File: src/rtl/rat_io_pkg.sv
// ============================================================================
// rat_io_pkg : shared types and defaults for board I/O conditioning blocks
// Rev 1.0
// ============================================================================
`default_nettype none

package rat_io_pkg;

  typedef enum logic [1:0] {
    IDLE_LOW  = 2'd0,
    WAIT_HIGH = 2'd1,
    IDLE_HIGH = 2'd2,
    WAIT_LOW  = 2'd3
  } debounce_state_t;

  localparam int DEBOUNCE_CYCLES_DEFAULT = 500000;
  localparam int SYNC_STAGES_DEFAULT     = 2;

endpackage

`default_nettype wire

File: src/rtl/bit_synchronizer.sv
// ============================================================================
// bit_synchronizer : multi-flop synchronizer for one asynchronous input bit
// Rev 1.0
// ============================================================================
`default_nettype none

module bit_synchronizer #(
  parameter int STAGES = 2
) (
  input  logic CLK,
  input  logic RST_N,
  input  logic d,
  output logic q
);

  logic [STAGES-1:0] r_chain;

  always_ff @(posedge CLK or negedge RST_N) begin
    if (!RST_N) begin
      r_chain <= '0;
    end else begin
      r_chain <= {r_chain[STAGES-2:0], d};
    end
  end

  assign q = r_chain[STAGES-1];

endmodule

`default_nettype wire

File: src/rtl/button_debouncer.sv
// ============================================================================
// button_debouncer : synchronizes a bouncy push-button and emits a clean level
//                    plus single-cycle rise/fall strobes
// Rev 1.0
// ============================================================================
`default_nettype none

module button_debouncer
  import rat_io_pkg::*;
#(
  parameter int SYNC_STAGES   = SYNC_STAGES_DEFAULT,
  parameter int STABLE_CYCLES = DEBOUNCE_CYCLES_DEFAULT
) (
  input  logic CLK,
  input  logic RST_N,
  input  logic btn_raw,
  output logic press,
  output logic rise,
  output logic fall
);

  localparam int CW = $clog2(STABLE_CYCLES + 1);
  localparam logic [CW-1:0] C_LAST = CW'(STABLE_CYCLES - 1);
  localparam logic [CW-1:0] C_ONE  = CW'(1);

  logic            w_smp;
  debounce_state_t r_state;
  logic [CW-1:0]   r_cnt;

  bit_synchronizer #(
    .STAGES (SYNC_STAGES)
  ) u_sync (
    .CLK   (CLK),
    .RST_N (RST_N),
    .d     (btn_raw),
    .q     (w_smp)
  );

  // Any opposite sample in a WAIT state drops straight back to IDLE: no partial credit.
  always_ff @(posedge CLK or negedge RST_N) begin
    if (!RST_N) begin
      r_state <= IDLE_LOW;
      r_cnt   <= '0;
      press   <= 1'b0;
      rise    <= 1'b0;
      fall    <= 1'b0;
    end else begin
      rise <= 1'b0;
      fall <= 1'b0;
      case (r_state)
        IDLE_LOW: begin
          if (w_smp) begin
            r_state <= WAIT_HIGH;
            r_cnt   <= C_ONE;
          end
        end
        WAIT_HIGH: begin
          if (!w_smp) begin
            r_state <= IDLE_LOW;
            r_cnt   <= '0;
          end else if (r_cnt == C_LAST) begin
            r_state <= IDLE_HIGH;
            r_cnt   <= '0;
            press   <= 1'b1;
            rise    <= 1'b1;
          end else begin
            r_cnt <= r_cnt + C_ONE;
          end
        end
        IDLE_HIGH: begin
          if (!w_smp) begin
            r_state <= WAIT_LOW;
            r_cnt   <= C_ONE;
          end
        end
        WAIT_LOW: begin
          if (w_smp) begin
            r_state <= IDLE_HIGH;
            r_cnt   <= '0;
          end else if (r_cnt == C_LAST) begin
            r_state <= IDLE_LOW;
            r_cnt   <= '0;
            press   <= 1'b0;
            fall    <= 1'b1;
          end else begin
            r_cnt <= r_cnt + C_ONE;
          end
        end
        default: begin
          r_state <= IDLE_LOW;
          r_cnt   <= '0;
        end
      endcase
    end
  end

endmodule

`default_nettype wire

File: config.mk
export PLATFORM = sky130hd
export DESIGN_NAME = button_debouncer
export DESIGN_NICKNAME = d
export VERILOG_FILES = /design/src/rtl/rat_io_pkg.sv /design/src/rtl/bit_synchronizer.sv /design/src/rtl/button_debouncer.sv
export SDC_FILE = /design/constraint.sdc
export NUM_CORES = 1
export LEC_CHECK = 0
export CAP_MARGIN = 20
export CORE_UTILIZATION = 63
export CTS_BUF_LIST = sky130_fd_sc_hd__clkbuf_16
export CTS_CLUSTER_DIAMETER = 50
export DETAILED_ROUTE_END_ITERATION = 12
export HOLD_SLACK_MARGIN = 0.03
export PLACE_DENSITY_LB_ADDON = 0.3
export SYNTH_ARGS = -nofsm -noshare
export SYNTH_HDL_FRONTEND = slang
export SYNTH_SLANG_ARGS = --single-unit
File: constraint.sdc
create_clock -name CLK -period 5.8 [get_ports CLK]
set_clock_uncertainty 0.1 [all_clocks]
set_input_delay 0.87 -clock CLK [delete_from_list [all_inputs] [get_ports CLK]]
set_output_delay 0.87 -clock CLK [all_outputs]
set_load 0.01 [all_outputs]
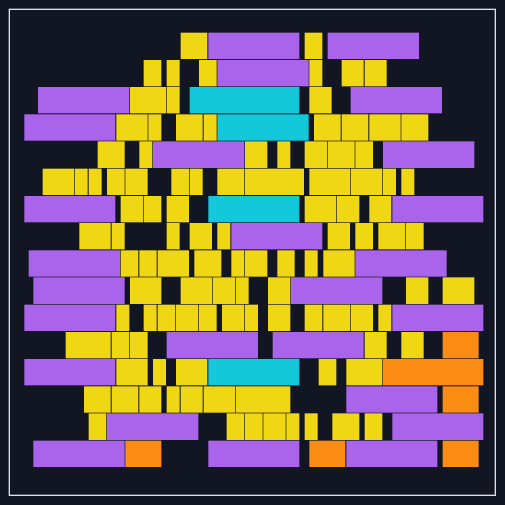
(run_1/placement_by_type.png)
Drawn at 10 px/um.
color	class	cells	share of their area
purple	flops	26	43%
yellow	combinational and other logic	107	44%
cyan	clock drivers and dummy loads	4	7.0%
orange	other buffers and delay cells	6	5.2%
fin area: 1530 um2
final core occ: 76.6%
Rows: 16

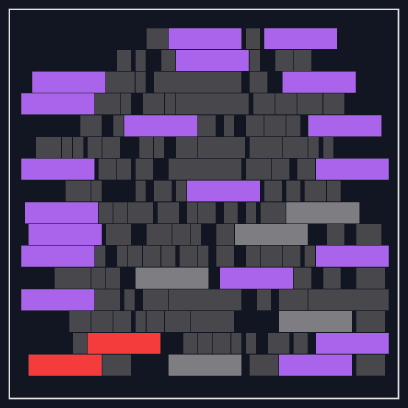
(run_1/flops_by_reg.png)
Drawn at 8 px/um.
color	name in the netlist	sequential cells
purple	`r_cnt`	19
red	`u_sync.r_chain`	2
not colored	5

==> results_slide.txt, run 1 <==
Implementation Results

Run status
  • Run status: finished clean

Final layout
  • Multi-input gate area: 667 um2
  • Max reg flops: 19
  • Inverters: 0
  • Commonest non-fill, non-tap cell in the layout: dfrtp_1
  • Top flop regs: r_cnt x19, u_sync.r_chain x2
  • Ant. Diodes: 0
  • Top cells excl fill/tap: dfrtp_1 (26), nand2_1 (20), a31oi_1 (12), nand3_1 (8), o21ai_0 (7)
  • Flop area: 651 um2
  • Non-Filler Instances: 170
  • Layout cell share with drive strength beyond 1: 7.69%
  • Clock Network Area Fraction: 6.85%
  • Non-clock buffer share: 5.06%
  • Top class by area: multi-input combinational cells
  • Largest reg by FF count: r_cnt
  • Final nets: 148
  • Sequential share of cell area: 42.4%
  • Fill cell count: 129
  • MI comb cells: 107

Critical path
  • Reg2reg path depth: 6
  • Worst R2R Setup Slack: 3.07 ns
  • R2r startpoint: r_cnt[0]
  • Slowest stage cell, crit path: a21oi_2
  • Crit-path max cell delay: 0.88 ns
  • CP most frequent cell: and4_1
  • Critical path launch point: r_cnt[0]
  • Crit path depth: 6
  • Crit start category: flip-flop
  • Top Family by Delay on Critical Path: AND-OR/OR-AND gates
  • Critical path type: flip-flop to flip-flop
  • Worst Path Buf+Inv: 0

Route
  • M1 wire length: 1280 um
  • Total length of routed met3 wires: 217 um
  • Drt total wl: 3220 um
  • Vias/cell: 7.08
  • DRC viols: 0
  • DRT iter0 DRCs: 49
  • First-pass DRT Iterations: 5
  • ANT nets after route: 0
  • DR vias: 1204
  • Metal2 WL: 1660 um

Pwr
  • Clock power share: 34.8%
  • PwrDens: 381 nW/um2
  • Max IR drop VDD: 0.000455 V
  • Clk pwr: 203 uW
  • Largest power group: sequential cells
  • Combinational power share: 27.6%
  • Internal: 392 uW
  • Power Sequential: 219 uW

Logic synthesis
  • Synth area leaders: dfrtp_1 (48%), a31oi_1 (5.5%), nand2_1 (5.5%)
  • Synth unique cells: 39
  • Comb area leader: simple AND/OR/NAND/NOR gates
  • Synthesized Nets: 145
  • Aoi/oai-family share of the synthesized area: 21.8%
  • Yosys cell count: 141
  • Max-area cell share: 47.8%
  • Synth Cell Area: 1360 um2
  • Syn Inst Count: 141
  • Synth Area in Simple Gates: 24.6%
  • XOR Share, Synth: 0.644%
  • Post-synth EDFFs: 0
  • #FFs+latches synth: 26

STA
  • Final setup viols: 0
  • TNS Setup: 0 ns
  • Final Max-Slew Violation Tally: 0
  • Final min period: 2.73 ns
  • Worst-Margin Slew: 1.11 ns
  • Highest Clock Rate: 366 MHz
  • RSZ-0062 raised after global routing: no
  • WHS: 0.248 ns
  • Hold Vio Cnt, Final: 0

CTS
  • Clock Pin Slew Worst Setup and Hold Paths: 0.07 ns
  • Hold Buf Count CTS: 0
  • Longest Clk Path Bufs: 2
  • Latency at later pin: 0.26 ns
  • CTS tree: built
  • CTS root buf: clkbuf_16

Worst hold path
  • Hold/Removal Path Class: flip-flop to flip-flop
  • Hold path cells: 0
  • Worst Hold Path EP: u_sync.r_chain[1]

Global route
  • Met3 Resource Use GR: 4.72%
  • GR peak layer: met2
  • Global-route wire length before repair: 5250 um
  • Met2 usage: 50.7%
  • Largest net degree at the start of global routing: 28

Floorplanning
  • Die height: 48.5 um
  • Core Area: 2000 um2
  • Die area: 2350 um2

Place
  • PortBufs: 5
  • Setup WS pre-CTS: 3.17 ns
  • Post-DP Area: 1400 um2

Flow run
  • Tool warnings: 26
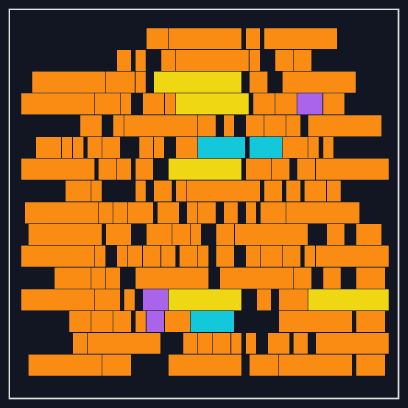
(run_1/sizes.png)
Drawn at 8 px/um.
color	size	cells
purple	_2 cells	3
yellow	_6 and larger	5
orange	_0 and _1 cells	132
cyan	_3 and _4 cells	3
synthesis-to-layout area growth: 12.8%
Non-Clock Buffer Count: 6
Final Worst Setup Slack: 3.07 ns

==> run_1/placement.png <==
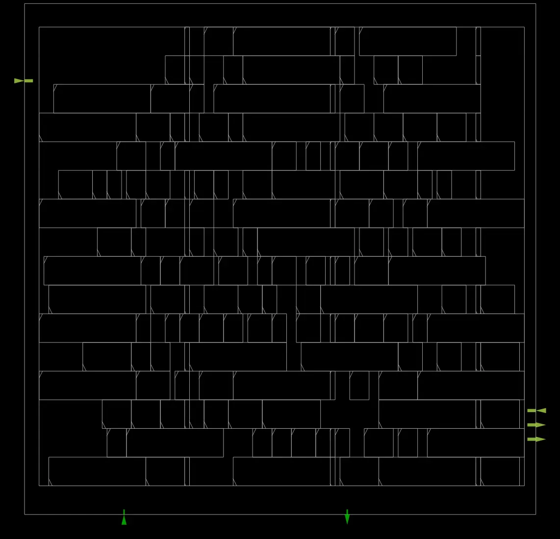

==> run 2: changes to the inputs <==
--- a/config.mk
+++ b/config.mk
@@ -6,7 +6,7 @@
 export NUM_CORES = 1
 export LEC_CHECK = 0
 export CAP_MARGIN = 20
-export CORE_UTILIZATION = 63
+export CORE_UTILIZATION = 58
 export CTS_BUF_LIST = sky130_fd_sc_hd__clkbuf_16
 export CTS_CLUSTER_DIAMETER = 50
 export DETAILED_ROUTE_END_ITERATION = 12
==> constraint.sdc (replaced) <==
create_clock -name CLK -period 2.8 [get_ports CLK]
set_clock_uncertainty 0.1 [all_clocks]
set_input_delay 0.42 -clock CLK [delete_from_list [all_inputs] [get_ports CLK]]
set_output_delay 0.42 -clock CLK [all_outputs]
set_load 0.01 [all_outputs]
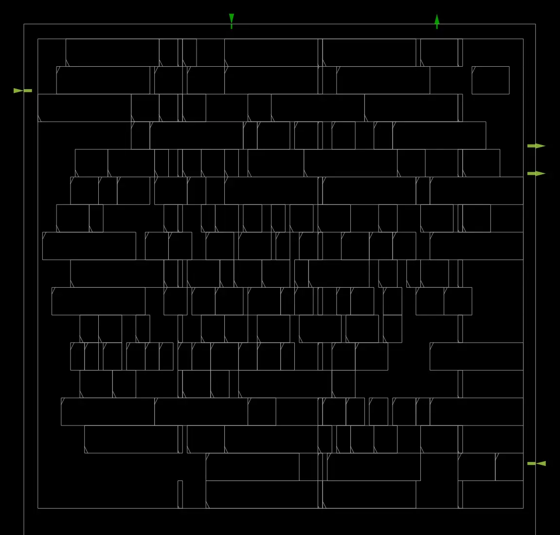
(run_2/placement.png)
# Taps: 28
Non-Filler Instances: 173
Rows: 17
final core occ: 69.2%
flop count: 26

==> results_slide.txt, run 2 <==
Implementation Results

Final layout
  • Multi-input gate area: 667 um2
  • Synthesis-to-layout area growth: 12.5%
  • Fin area: 1530 um2
  • Non-clock buffer share: 4.74%
  • Inverters: 0
  • Fill cell count: 168
  • Sequential share of cell area: 42.5%
  • MI comb cells: 107
  • Top cells excl fill/tap: dfrtp_1 (26), nand2_1 (20), a31oi_1 (12), nand3_1 (8), o21ai_0 (7)
  • Top flop regs: r_cnt x19, u_sync.r_chain x2
  • Largest reg by FF count: r_cnt
  • Final nets: 150
  • Clock Network Area Fraction: 6.87%
  • Layout cell share with drive strength beyond 1: 8.97%

STA
  • Worst-Margin Slew: 0.736 ns
  • Highest Clock Rate: 467 MHz
  • WHS: 0.250 ns
  • RSZ-0062 raised after global routing: no
  • Final Worst Setup Slack: 0.661 ns
  • Final Max-Slew Violation Tally: 0
  • Final setup viols: 0
  • TNS Setup: 0 ns
  • Hold Vio Cnt, Final: 0

Logic synthesis
  • Yosys cell count: 141
  • Synthesized Nets: 145
  • Synth Area in Simple Gates: 24.6%
  • #FFs+latches synth: 26
  • Syn Inst Count: 141
  • Synth unique cells: 39
  • Post-synth EDFFs: 0
  • Seq share, synth: 47.8%
  • Comb area leader: simple AND/OR/NAND/NOR gates
  • Synth area leaders: dfrtp_1 (48%), a31oi_1 (5.5%), nand2_1 (5.5%)
  • Aoi/oai-family share of the synthesized area: 21.8%
  • Synth Cell Area: 1360 um2
  • Max-area cell share: 47.8%

Critical path
  • Crit start category: flip-flop
  • Crit path depth: 6
  • R2r startpoint: r_cnt[6]
  • Top Family by Delay on Critical Path: simple AND/OR/NAND/NOR gates
  • Crit-path max cell delay: 0.55 ns
  • Slowest stage cell, crit path: or4_4
  • Critical path launch point: r_cnt[6]
  • Reg2reg path depth: 6
  • Worst Path Buf+Inv: 1
  • Worst R2R Setup Slack: 0.66 ns

Route
  • DRT iter0 DRCs: 34
  • Vias/cell: 6.50
  • Drt total wl: 2770 um
  • DR vias: 1124
  • Total length of routed met3 wires: 144 um
  • DRC viols: 0
  • Metal2 WL: 1300 um

Worst hold path
  • Hold/Removal Path Class: flip-flop to flip-flop
  • Hold path cells: 0

Run status
  • Run status: finished clean

Pwr
  • Combinational power share: 27.8%
  • Internal: 824 uW
  • PwrDens: 782 nW/um2
  • Power Sequential: 455 uW
  • Largest power group: sequential cells
  • Clock power share: 34.1%
  • Clk pwr: 408 uW

Floorplanning
  • Die area: 2540 um2
  • Die height: 50.4 um

Flow run
  • Tool warnings: 26

CTS
  • CTS tree: built
  • Longest Clk Path Bufs: 2
  • Clock Pin Slew Worst Setup and Hold Paths: 0.06 ns
  • Latency at later pin: 0.26 ns

Global route
  • GR peak layer: met2
  • Largest net degree at the start of global routing: 27
  • Global-route wire length before repair: 4660 um
  • Met3 Resource Use GR: 4.24%

Place
  • PortBufs: 5
  • Post-DP Area: 1430 um2
Power and IR drop assume default switching activity.
